### Clock distribution, run 1

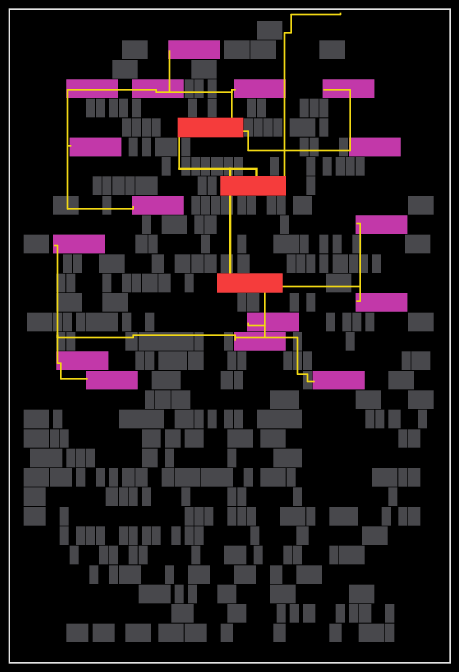
### M1 wires, run 1

The bar under the picture is 20 µm long.
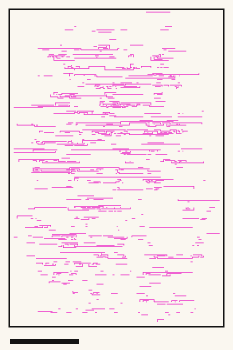
### Clock routing, run 1

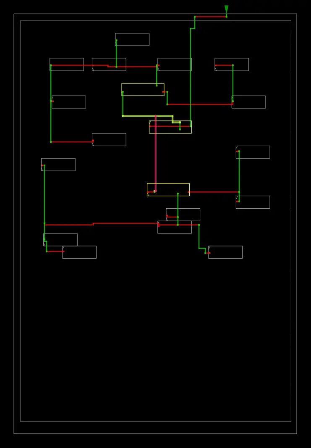
==> src/rtl/hazard_stall_ctrl.sv <==
// Hazard/stall controller between ID decode and the ID/EX register: load-use bubbles,
// multi-cycle stall sequencing, redirect flush and external freeze in one small FSM.
module hazard_stall_ctrl #(
    parameter int                CTRL_W       = 10,
    parameter int                RA_W         = 5,
    parameter logic [CTRL_W-1:0] BUBBLE_MASK  = {CTRL_W{1'b1}},
    parameter int                LOAD_LAT     = 1,
    parameter int                FLUSH_CYCLES = 1,
    parameter int                CNT_W        = 16
) (
    input  logic              clk,
    input  logic              rst_n,
    input  logic [CTRL_W-1:0] ctrl_in,
    input  logic [RA_W-1:0]   id_rs,
    input  logic [RA_W-1:0]   id_rt,
    input  logic              id_uses_rt,
    input  logic              ex_mem_read,
    input  logic [RA_W-1:0]   ex_rd,
    input  logic              redirect,
    input  logic              ext_stall,
    output logic [CTRL_W-1:0] ctrl_out,
    output logic              pc_write,
    output logic              ifid_write,
    output logic              ifid_flush,
    output logic              idex_bubble,
    output logic              pipe_hold,
    output logic              busy,
    output logic [CNT_W-1:0]  stall_cycles
);

    typedef enum logic [1:0] {
        IDLE  = 2'd0,
        STALL = 2'd1,
        FLUSH = 2'd2
    } state_t;

    state_t             state_reg;
    logic [3:0]         cnt_reg;
    logic [CNT_W-1:0]   stall_cycles_reg;
    logic               hz;
    logic               flush_now;
    logic               bubble_now;

    // Register 0 is hardwired, so a load targeting it can never create a hazard.
    assign hz = ex_mem_read && (ex_rd != '0) &&
                ((ex_rd == id_rs) || (id_uses_rt && (ex_rd == id_rt)));

    assign flush_now  = redirect || (state_reg == FLUSH);
    assign bubble_now = (state_reg == STALL) || hz;

    always_comb begin
        pc_write    = 1'b1;
        ifid_write  = 1'b1;
        ifid_flush  = 1'b0;
        idex_bubble = 1'b0;
        pipe_hold   = 1'b0;
        busy        = (state_reg != IDLE);
        if (!rst_n) begin
            pc_write    = 1'b0;
            ifid_write  = 1'b0;
            idex_bubble = 1'b1;
            busy        = 1'b0;
        end else if (ext_stall) begin
            pipe_hold  = 1'b1;
            pc_write   = 1'b0;
            ifid_write = 1'b0;
        end else if (flush_now) begin
            ifid_flush  = 1'b1;
            idex_bubble = 1'b1;
        end else if (bubble_now) begin
            pc_write    = 1'b0;
            ifid_write  = 1'b0;
            idex_bubble = 1'b1;
        end
    end

    genvar gi;
    generate
        for (gi = 0; gi < CTRL_W; gi++) begin : g_mask
            assign ctrl_out[gi] = (idex_bubble && BUBBLE_MASK[gi]) ? 1'b0 : ctrl_in[gi];
        end
    endgenerate

    assign stall_cycles = stall_cycles_reg;

    // While ext_stall is high nothing advances; a pending redirect waits in EX.
    always_ff @(posedge clk) begin
        if (!rst_n) begin
            state_reg        <= IDLE;
            cnt_reg          <= 4'd0;
            stall_cycles_reg <= '0;
        end else if (!ext_stall) begin
            if (redirect) begin
                if (FLUSH_CYCLES > 1) begin
                    state_reg <= FLUSH;
                    cnt_reg   <= 4'(FLUSH_CYCLES - 1);
                end else begin
                    state_reg <= IDLE;
                    cnt_reg   <= 4'd0;
                end
            end else begin
                case (state_reg)
                    IDLE: begin
                        if (hz) begin
                            if (!(&stall_cycles_reg))
                                stall_cycles_reg <= stall_cycles_reg + CNT_W'(1);
                            if (LOAD_LAT > 1) begin
                                state_reg <= STALL;
                                cnt_reg   <= 4'(LOAD_LAT - 1);
                            end
                        end
                    end
                    STALL: begin
                        if (!(&stall_cycles_reg))
                            stall_cycles_reg <= stall_cycles_reg + CNT_W'(1);
                        cnt_reg <= cnt_reg - 4'd1;
                        if (cnt_reg == 4'd1)
                            state_reg <= IDLE;
                    end
                    FLUSH: begin
                        cnt_reg <= cnt_reg - 4'd1;
                        if (cnt_reg == 4'd1)
                            state_reg <= IDLE;
                    end
                    default: begin
                        state_reg <= IDLE;
                        cnt_reg   <= 4'd0;
                    end
                endcase
            end
        end
    end

endmodule
==> config.mk <==
export PLATFORM = sky130hd
export DESIGN_NAME = hazard_stall_ctrl
export DESIGN_NICKNAME = d
export VERILOG_FILES = /design/src/rtl/hazard_stall_ctrl.sv
export SDC_FILE = /design/constraint.sdc
export NUM_CORES = 1
export LEC_CHECK = 0
export ABC_AREA = 1
export CORE_ASPECT_RATIO = 1.5
export CORE_UTILIZATION = 25
export CTS_BUF_LIST = sky130_fd_sc_hd__clkbuf_16
export CTS_CLUSTER_SIZE = 40
export DETAILED_ROUTE_END_ITERATION = 6
export GPL_TIMING_DRIVEN = 0
export PLACE_DENSITY = 0.52
export SYNTH_ARGS = -nofsm -noshare
export SYNTH_HDL_FRONTEND = slang
export SYNTH_SLANG_ARGS = --single-unit
==> constraint.sdc <==
create_clock -name clk -period 4.1 [get_ports clk]
set_clock_uncertainty 0.1 [all_clocks]
set_input_delay 1.23 -clock clk [delete_from_list [all_inputs] [get_ports clk]]
set_output_delay 1.23 -clock clk [all_outputs]
set_load 0.01 [all_outputs]
==> flow_metrics.py, run 1 <==
# Synthesis and PnR figures
metrics = {
    "run_status": {
        "status": "completed",
    },
    "flow_run": {
        "warnings": 27,
    },
    "synthesis": {
        "top_cell": "nand2_1",
        "ys_seq_elements": 16,
        "yosys-stat-cells": 243,
        "async_reset_ff_share_pct": 0,
        "synth.top_cell.area_share_pct": 24.1,
        "synth-area-yosys_mm2": 0.00133,
        "ys_sh_aoi_pct": 3.58,
        "ys_sh_mux_pct": 0,
        "xor_share_pct": 1.98,
        "netlist_area_mm2": 0.00133,
        "area_leaders": "dfxtp_1 24%, nand2_1 22%, nor2_1 18%, inv_1 12%, nand3_2 3.0%",
        "ys_sh_adder_pct": 0.943,
        "syn_inst": 243,
        "ys_seq_share_pct": 24.1,
        "syn-num-nets": 275,
    },
    "layout": {
        "final_core_util_pct": 40.8,
        "diodes": 0,
    },
    "grt": {
        "gr-usage-met2_pct": 25.4,
        "busiest_layer": "met2",
        "grt.overflow.total": 0,
        "grt_pass1_vias": 1454,
        "grt_pass1_wl_mm": 6.19,
    },
    "routing": {
        "drt-total-wl_mm": 3.74,
        "vias": 1580,
        "route.detailed.wl_per_inst_um": 9.87,
    },
    "critical_path": {
        "cp_common_cell": "clkdlybuf4s50_1",
        "r2r_end": "stall_cycles[4]",
        "critPathLaunch": "rst_n",
        "cp.arrival_ps": 2680,
        "worst-r2r-setup-slack_ps": 2280,
        "crit_path_end": "ifid_flush",
    },
    "die": {
        "core_mm2": 0.00512,
    },
    "sta": {
        "min_period_ps": 4010,
        "maxSlewViolCount": 0,
    },
    "cts": {
        "cts_tree": "yes",
        "cts.reportedPaths.clkPinSlew_ps": 50,
        "post_cts_hold_buffer_count": 0,
    },
    "pwr": {
        "p_per_area_mw_per_mm2": 211,
        "p_leak_nw": 1.01,
    },
}
Notes on 'Clock distribution' above:
Key: clock-net drivers = red [count 3]; flip-flops = magenta [count 16]; clock wires = yellow [length 269 µm]
There are 4 routed clock nets.
clk latency late pin: 250 ps
Clock net power: 191 µW
Clock power frac: 43.3%

Notes on 'M1 wires' above:
The longest straight run is 25.8 µm. The layer carries 1,650 µm of wire.

Notes on 'Clock routing' above:
clock buf count: 3
clock sinks: 16
seq_cells: 16
TritonCTS buffer count: 3

-- run 1: worst reg2reg max path, delay by kind of cell (launching register included) --
kind            cells  cell delay, ps
flops               1             320
fa+ha+maj           1             230
compound gates      1             200
buf+inv             1              60
simple gates        6             800
-- run 1: cell families after synthesis --
kind of cell             Yosys count
AND/OR/NAND/NOR                  164
buffers and inverters             49
flip-flops                        16
AND-OR/OR-AND                      9
XOR/XNOR                           3
adder cells (fa/ha/maj)            1
other                              1
-- run 1: power by group --
group / switching [mW] / total (mW) / internal, mW
registers: 0.000448 / 0.157 / 0.156
logic: 0.0449 / 0.0936 / 0.0488
clock network: 0.0629 / 0.191 / 0.128
-- run 1: worst min-delay path by stage --
stage / to / slack (ps) / cells past startpoint
floorplan: stall_cycles[5] / 430 / 2
global placement: stall_cycles[13] / 410 / 2
detailed placement: stall_cycles[5] / 410 / 2
CTS: stall_cycles[5] / 420 / 2
global route: stall_cycles[5] / 460 / 2
finish: stall_cycles[5] / 420 / 2
-- run 1: cells in the final DEF, fill, tap and decap left out, types with 2 or more instances in the layout --
| master | netlist | layout |
|---|---|---|
| nand2_1 | 77 | 76 |
| nor2_1 | 62 | 62 |
| inv_1 | 41 | 38 |
| clkdlybuf4s50_1 | 0 | 35 |
| dfxtp_1 | 16 | 16 |
| dlygate4sd2_1 | 0 | 10 |
| buf_2 | 1 | 8 |
| nand3_1 | 7 | 7 |
| inv_2 | 3 | 6 |
| buf_4 | 2 | 6 |
| buf_6 | 1 | 4 |
| o21ai_0 | 5 | 4 |
| nand3_2 | 4 | 3 |
| nor2_2 | 3 | 3 |
| nor3_1 | 3 | 3 |
| clkbuf_16 | 0 | 3 |
| dlymetal6s2s_1 | 0 | 3 |
| clkbuf_2 | 0 | 3 |
| nand2_2 | 1 | 2 |
| o21ai_1 | 1 | 2 |
| nand3_4 | 1 | 2 |
| nand4_1 | 2 | 2 |
| xor2_1 | 2 | 2 |
| a21oi_1 | 2 | 2 |
-- run 1: metrics by stage --
stage / hold slack, ps / total power, mW / setup slack (ps) / instance area (µm²) / cells
global route: 460 / 0.460 / 4.20 / 2090 / 379
finish: 423 / 0.441 / 92.4 / 2090 / 379
global placement: 414 / 0.258 / -537 / 2020 / 372
CTS: 420 / 0.448 / -0.0580 / 2100 / 378
floorplan: 430 / 0.203 / 598 / 1330 / 243
detailed placement: 413 / 0.258 / -547 / 2020 / 372
-- run 1: cell type report --
| cell class | instances | area (µm²) |
|---|---|---|
| clock buffers | 3 | 75.1 |
| multi-input cells | 178 | 817 |
| inverters | 44 | 165 |
| plain buffers | 4 | 37.5 |
| repair buffers | 66 | 593 |
| flip-flops and latches | 16 | 320 |
| well taps | 68 | 85.1 |
| fillers | 606 | 3030 |
-- run 1: metal layers --
layer,wire length (µm),up-vias
met5,0,-
met4,16,0
met3,141,2
met2,1940,32
met1,1650,687
li1,-,859
-- run 1: repair_timing --
item,in CTS,in global routing
gates cloned,1,0
pin swaps,5,5
gates resized,56,13
endpoints found under the hold margin,0,0
setup endpoints to repair,15,14
buffers inserted,3,1
## Run 2: what changed since run 1
Settings changed: CORE_MARGIN set to 5, CTS_CLUSTER_DIAMETER set to 200.
==> flow_metrics.py, run 2 <==
# Synthesis and PnR figures
metrics = {
    "critical_path": {
        "worst-r2r-setup-slack_ps": 2290,
        "r2r_cells": 9,
        "cp.arrival_ps": 2690,
        "criticalPathCategory": "in2out",
        "cp_common_cell": "clkdlybuf4s50_1",
    },
    "flow_run": {
        "warnings": 27,
    },
    "place": {
        "post_dp_cell_area_mm2": 0.00202,
        "pre_cts_ws_ps": -579,
    },
    "synthesis": {
        "ys_seq_share_pct": 24.1,
        "area_leaders": "dfxtp_1 24%, nand2_1 22%, nor2_1 18%, inv_1 12%, nand3_2 3.0%",
        "top_cell": "nand2_1",
        "syn-num-nets": 275,
        "xor_share_pct": 1.98,
        "ys_sh_adder_pct": 0.943,
        "ys_sh_aoi_pct": 3.58,
        "ys_seq_elements": 16,
        "async_reset_ff_share_pct": 0,
        "ys_sh_mux_pct": 0,
        "synth-area-yosys_mm2": 0.00133,
        "netlist_area_mm2": 0.00133,
        "synth.top_cell.area_share_pct": 24.1,
        "yosys-stat-cells": 243,
        "syn_inst": 243,
    },
    "cts": {
        "post_cts_hold_buffer_count": 0,
        "cts_sinks": 16,
        "cts.reportedPaths.clkPinSlew_ps": 50,
        "numCtsBuffers": 3,
        "cts_tree": "yes",
        "clock_latency_ps": 250,
    },
    "pwr": {
        "p_leak_nw": 1.04,
        "p_per_area_mw_per_mm2": 209,
        "p_total_uw": 442,
    },
    "grt": {
        "grt_pass1_wl_mm": 6.31,
        "grt_start_max_net_pins": 20,
        "grt_pass1_vias": 1455,
        "grt.overflow.total": 0,
    },
    "sta": {
        "finalSetupViolCount": 0,
        "setup_ws_ps": 84.4,
        "min_period_ps": 4020,
        "period_used_pct": 97.9,
        "maxSlewViolCount": 0,
        "hold_ws_ps": 414,
    },
    "die": {
        "core_mm2": 0.00516,
    },
    "routing": {
        "route.detailed.wl_per_inst_um": 9.96,
    },
    "layout": {
        "lay_top_count": "nand2_1",
        "diodes": 0,
        "most-common-layout-cells": "76 x nand2_1, 59 x nor2_1, 39 x inv_1",
        "layout-drive-gt1-share_pct": 14.4,
        "final_area_mm2": 0.00212,
    },
    "worst_hold_path": {
        "min_path_cells": 2,
    },
    "run_status": {
        "status": "completed",
    },
}
run 2: cell count changes in the layout (fill, tap and decap cells not counted), sizes merged:
cell / delta
dlygate4sd2: -3
buf: +2
clkbuf: -2
dlymetal6s2s: +4
clkinv: +1
clkdlybuf4s50: -1
run 2: where the power goes:
part | internal, mW | switching, mW
logic | 0.0494 | 0.0450
registers | 0.156 | 0.000452
clock network | 0.129 | 0.0618
run 2: final cells by class:
| type | count | area [µm²] |
|---|---|---|
| Buffer | 4 | 37.5 |
| Clock buffer | 3 | 75.1 |
| Clock inverter | 1 | 3.75 |
| Fill cell | 564 | 3050 |
| Inverter | 44 | 165 |
| Multi-Input combinational cell | 178 | 825 |
| Sequential cell | 16 | 320 |
| Tap cell | 68 | 85.1 |
| Timing Repair Buffer | 66 | 607 |
run 2: worst min-delay path, stage by stage, from the launching register on:
cell	delay, ps
dfxtp_1	330
nor2_1	100
nor2_1	50
run 2: final timing paths:
path / from / endpoint
setup / recovery: rst_n / ifid_flush
hold / removal: stall_cycles[15] / stall_cycles[15]
setup reg to reg: stall_cycles[0] / stall_cycles[0]
hold reg to reg: stall_cycles[15] / stall_cycles[15]
run 2: kinds of logic after synthesis:
family,Yosys count
buffers and inverters,49
XOR/XNOR,3
adder cells (fa/ha/maj),1
AND/OR/NAND/NOR,164
AND-OR/OR-AND,9
flip-flops,16
other,1
run 2: through the flow:
step                std cells  TNS, ps  utilization, %
finish                    380        0            41.0
global route              380    -10.8            41.0
CTS                       379    -18.9            40.4
detailed placement        372    -6960            39.2
global placement          372    -6890            39.2
floorplan                 243        0               -
run 2: metal layers:
metal  up-vias  wire [µm]  track usage [%]
met4         0         91             4.66
met5         -          0                0
met3         8        119             1.62
li1        863          -                -
met2        32       1990             21.4
met1       670       1590             11.8
run 2: timing repair:
item,in CTS,in global routing
gates resized,62,13
setup endpoints to repair,15,15
buffers inserted,3,1
cloned,1,0
pin swaps,5,8
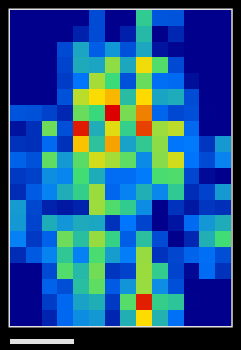
*Wire density map, run 2*
The bar under the picture is 20 µm long. 14 x 20 tiles, from dark blue (low) to red (high), scaled to the fullest tile. Values are wire area over tile area, all layers added.
The densest ninth of the die: centre. The fullest tile reaches 0.34. The mean over all tiles is 0.086.
routed via count: 1,573
WL final: 3.79 mm
Total GRT Usage: 11.1%

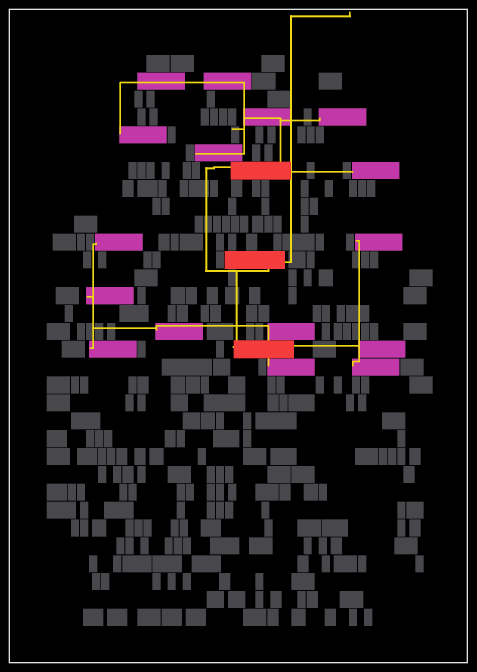
*Clock distribution, run 2*
Key: clock wires = yellow [length 260 µm]; clock-net drivers = red [count 3]; flip-flops = magenta [count 16]
There are 4 routed clock nets.

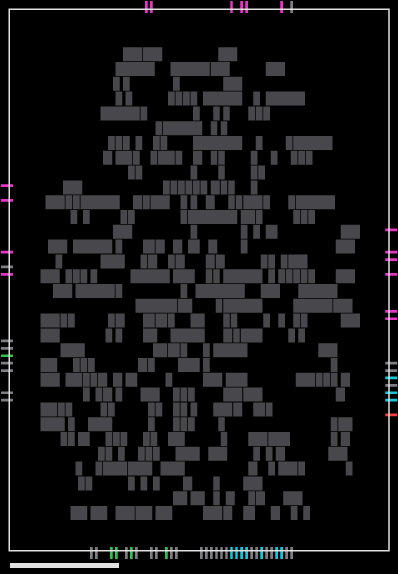
*Ports around the boundary, run 2*
The bar under the picture is 20 µm long. Pins as bars across the die edge, other pins in grey.
Key: ctrl_out = cyan [pins 10, direction output, edge 7 south, 3 east]; id_rt = green [pins 5, direction input, edge 4 south, 1 west]; busy = red [pins 1, direction output, edge east]; stall_cycles = magenta [pins 16, direction output, edge 6 north, 6 east, 4 west]
All pins by edge: 31 south, 13 east, 12 west, 7 north.

## Run 3: what changed since run 2
Settings changed: PLACE_DENSITY 0.52 to unset.
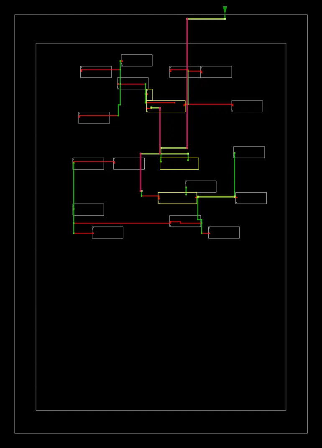
*Clock routing, run 3*
Clock net power: 193 µW

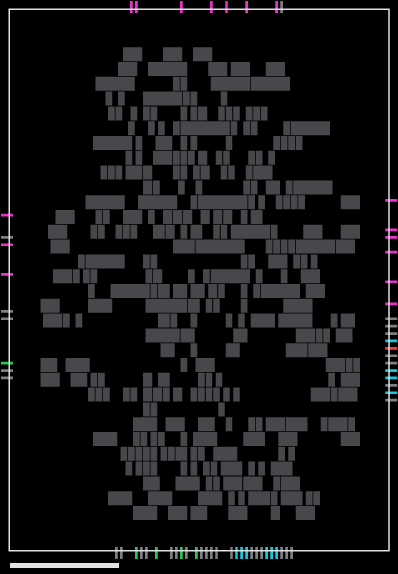
*Ports around the boundary, run 3*
The bar under the picture is 20 µm long. Pins as bars across the die edge, other pins in grey.
Key: stall_cycles = magenta [pins 16, direction output, edge 7 north, 6 east, 3 west]; ctrl_out = cyan [pins 10, direction output, edge 6 south, 4 east]; busy = red [pins 1, direction output, edge east]; id_rt = green [pins 5, direction input, edge 4 south, 1 west]
All pins by edge: 28 south, 18 east, 9 west, 8 north.
die height: 99.2 µm
IO Port Bufs: 61
DIE WIDTH: 69.5 µm

==> flow_metrics.py, run 3 <==
# Synthesis and PnR figures
metrics = {
    "critical_path": {
        "crit_family": "buffers and inverters",
        "cp_max_fo": 3,
        "r2r_cells": 9,
        "cp.arrival_ps": 2630,
        "criticalPathCategory": "in2out",
    },
    "synthesis": {
        "ys.flop_type": "dfxtp_1",
        "syn-num-nets": 275,
        "yosys-stat-cells": 243,
        "syn_inst": 243,
        "ys_seq_elements": 16,
        "synth-area-yosys_mm2": 0.00133,
        "ys_seq_share_pct": 24.1,
        "synth.top_cell.area_share_pct": 24.1,
        "netlist_area_mm2": 0.00133,
        "async_reset_ff_share_pct": 0,
        "area_leaders": "dfxtp_1 24%, nand2_1 22%, nor2_1 18%, inv_1 12%, nand3_2 3.0%",
        "top_cell": "nand2_1",
    },
    "pwr": {
        "p_per_area_mw_per_mm2": 206,
        "p_total_uw": 447,
        "p_leak_nw": 1.08,
    },
    "routing": {
        "vias": 1572,
        "route.detailed.wl_per_inst_um": 9.84,
        "drt-total-wl_mm": 3.73,
    },
    "run_status": {
        "status": "completed",
    },
    "cts": {
        "cts_tree": "yes",
        "clock_latency_ps": 250,
        "cts.reportedPaths.clkPinSlew_ps": 50,
        "cts_sinks": 16,
        "numCtsBuffers": 3,
    },
    "grt": {
        "grt_use_total_pct": 10.3,
        "grt_pass1_wl_mm": 6.04,
        "grt_pass1_vias": 1384,
        "grt.overflow.total": 0,
    },
    "sta": {
        "fin_setup_tns_ps": 0,
        "hold_ws_ps": 411,
        "maxSlewViolCount": 0,
        "period_used_pct": 96.6,
        "min_period_ps": 3960,
        "finalSetupViolCount": 0,
    },
    "layout": {
        "most-common-layout-cells": "76 x nand2_1, 61 x nor2_1, 38 x inv_1",
        "layoutNonFillerInstCount": 379,
        "diodes": 0,
    },
    "place": {
        "dpl.cell_count": 372,
        "gp_congestion": 0.780,
    },
    "flow_run": {
        "warnings": 26,
    },
    "worst_hold_path": {
        "min_path_cells": 2,
    },
    "die": {
        "core_mm2": 0.00516,
    },
}
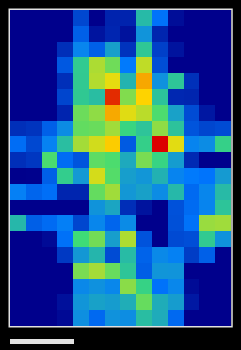
*Wire density map, run 3*
The bar under the picture is 20 µm long. 14 x 20 tiles, from dark blue (low) to red (high), scaled to the fullest tile. Values are wire area over tile area, all layers added.
The fullest tile reaches 0.37. 15% of the tiles are over half the peak. The mean over all tiles is 0.085. 31% of the tiles are nearly empty.

run 3: cell counts after synthesis:
Identical to the previous run, type by type.
run 3: what timing repair did:
| item | CTS | global route |
|---|---|---|
| pin swaps | 3 | 10 |
| buffers inserted | 2 | 1 |
| resized | 43 | 16 |
| gates cloned | 1 | 0 |
| hold endpoints to repair | 0 | 0 |
| hold buffers | 0 | 0 |
| setup endpoints to repair | 15 | 14 |
run 3: area by class of cell:
class	count	area, µm²
fillers	556	2990
multi-input cells	178	820
repair buffers	65	664
flip-flops and latches	16	320
inverters	44	165
well taps	68	85.1
clock buffers	3	75.1
plain buffers	4	41.3
clock inverters	1	3.75
run 3: final timing paths:
check                                      start          endpoint  slack [ps]
worst max register to register   stall_cycles[0]   stall_cycles[4]        2270
worst max-delay path                  id_uses_rt          pc_write         140
worst min-delay path            stall_cycles[15]  stall_cycles[15]         410
worst min register to register  stall_cycles[15]  stall_cycles[15]         410
run 3: tightest hold or removal path, delay by kind of cell, from the launching register on:
family	cells	cell delay [ps]
AND/OR/NAND/NOR	2	150
flip-flops	1	320
run 3: kinds of logic after synthesis:
family	after synthesis	share of synthesized area [%]
AND-OR/OR-AND	9	3.58
other	1	0.282
flip-flops	16	24.1
XOR/XNOR	3	1.98
AND/OR/NAND/NOR	164	54.0
adder cells (fa/ha/maj)	1	0.942
buffers and inverters	49	15.1
run 3: through the flow:
stage / utilization [%] / worst slack (ps) / area, µm²
finish: 42.1 / 140 / 2170
global route: 42.1 / 40.3 / 2170
CTS: 41.3 / 2.99 / 2130
detailed placement: 39.2 / -518 / 2020
global placement: 39.2 / -515 / 2020
floorplan: - / 598 / 1330
run 3: report_power, final:
group | switching, mW | total [mW] | leakage, nW | internal (mW)
Sequential | 0.000469 | 0.157 | 0.129 | 0.156
Combinational | 0.0453 | 0.0977 | 0.909 | 0.0523
Clock | 0.0631 | 0.193 | 0.0385 | 0.130
Total | 0.109 | 0.447 | 1.08 | 0.338
run 3: routing by layer:
metal  global-route usage, %  share of wire [%]
met5                       0                  0
met1                    11.9                 44
met2                    19.3                 50
met3                    1.62                4.5
met4                    3.16                1.3
Power and IR drop assume default switching activity.
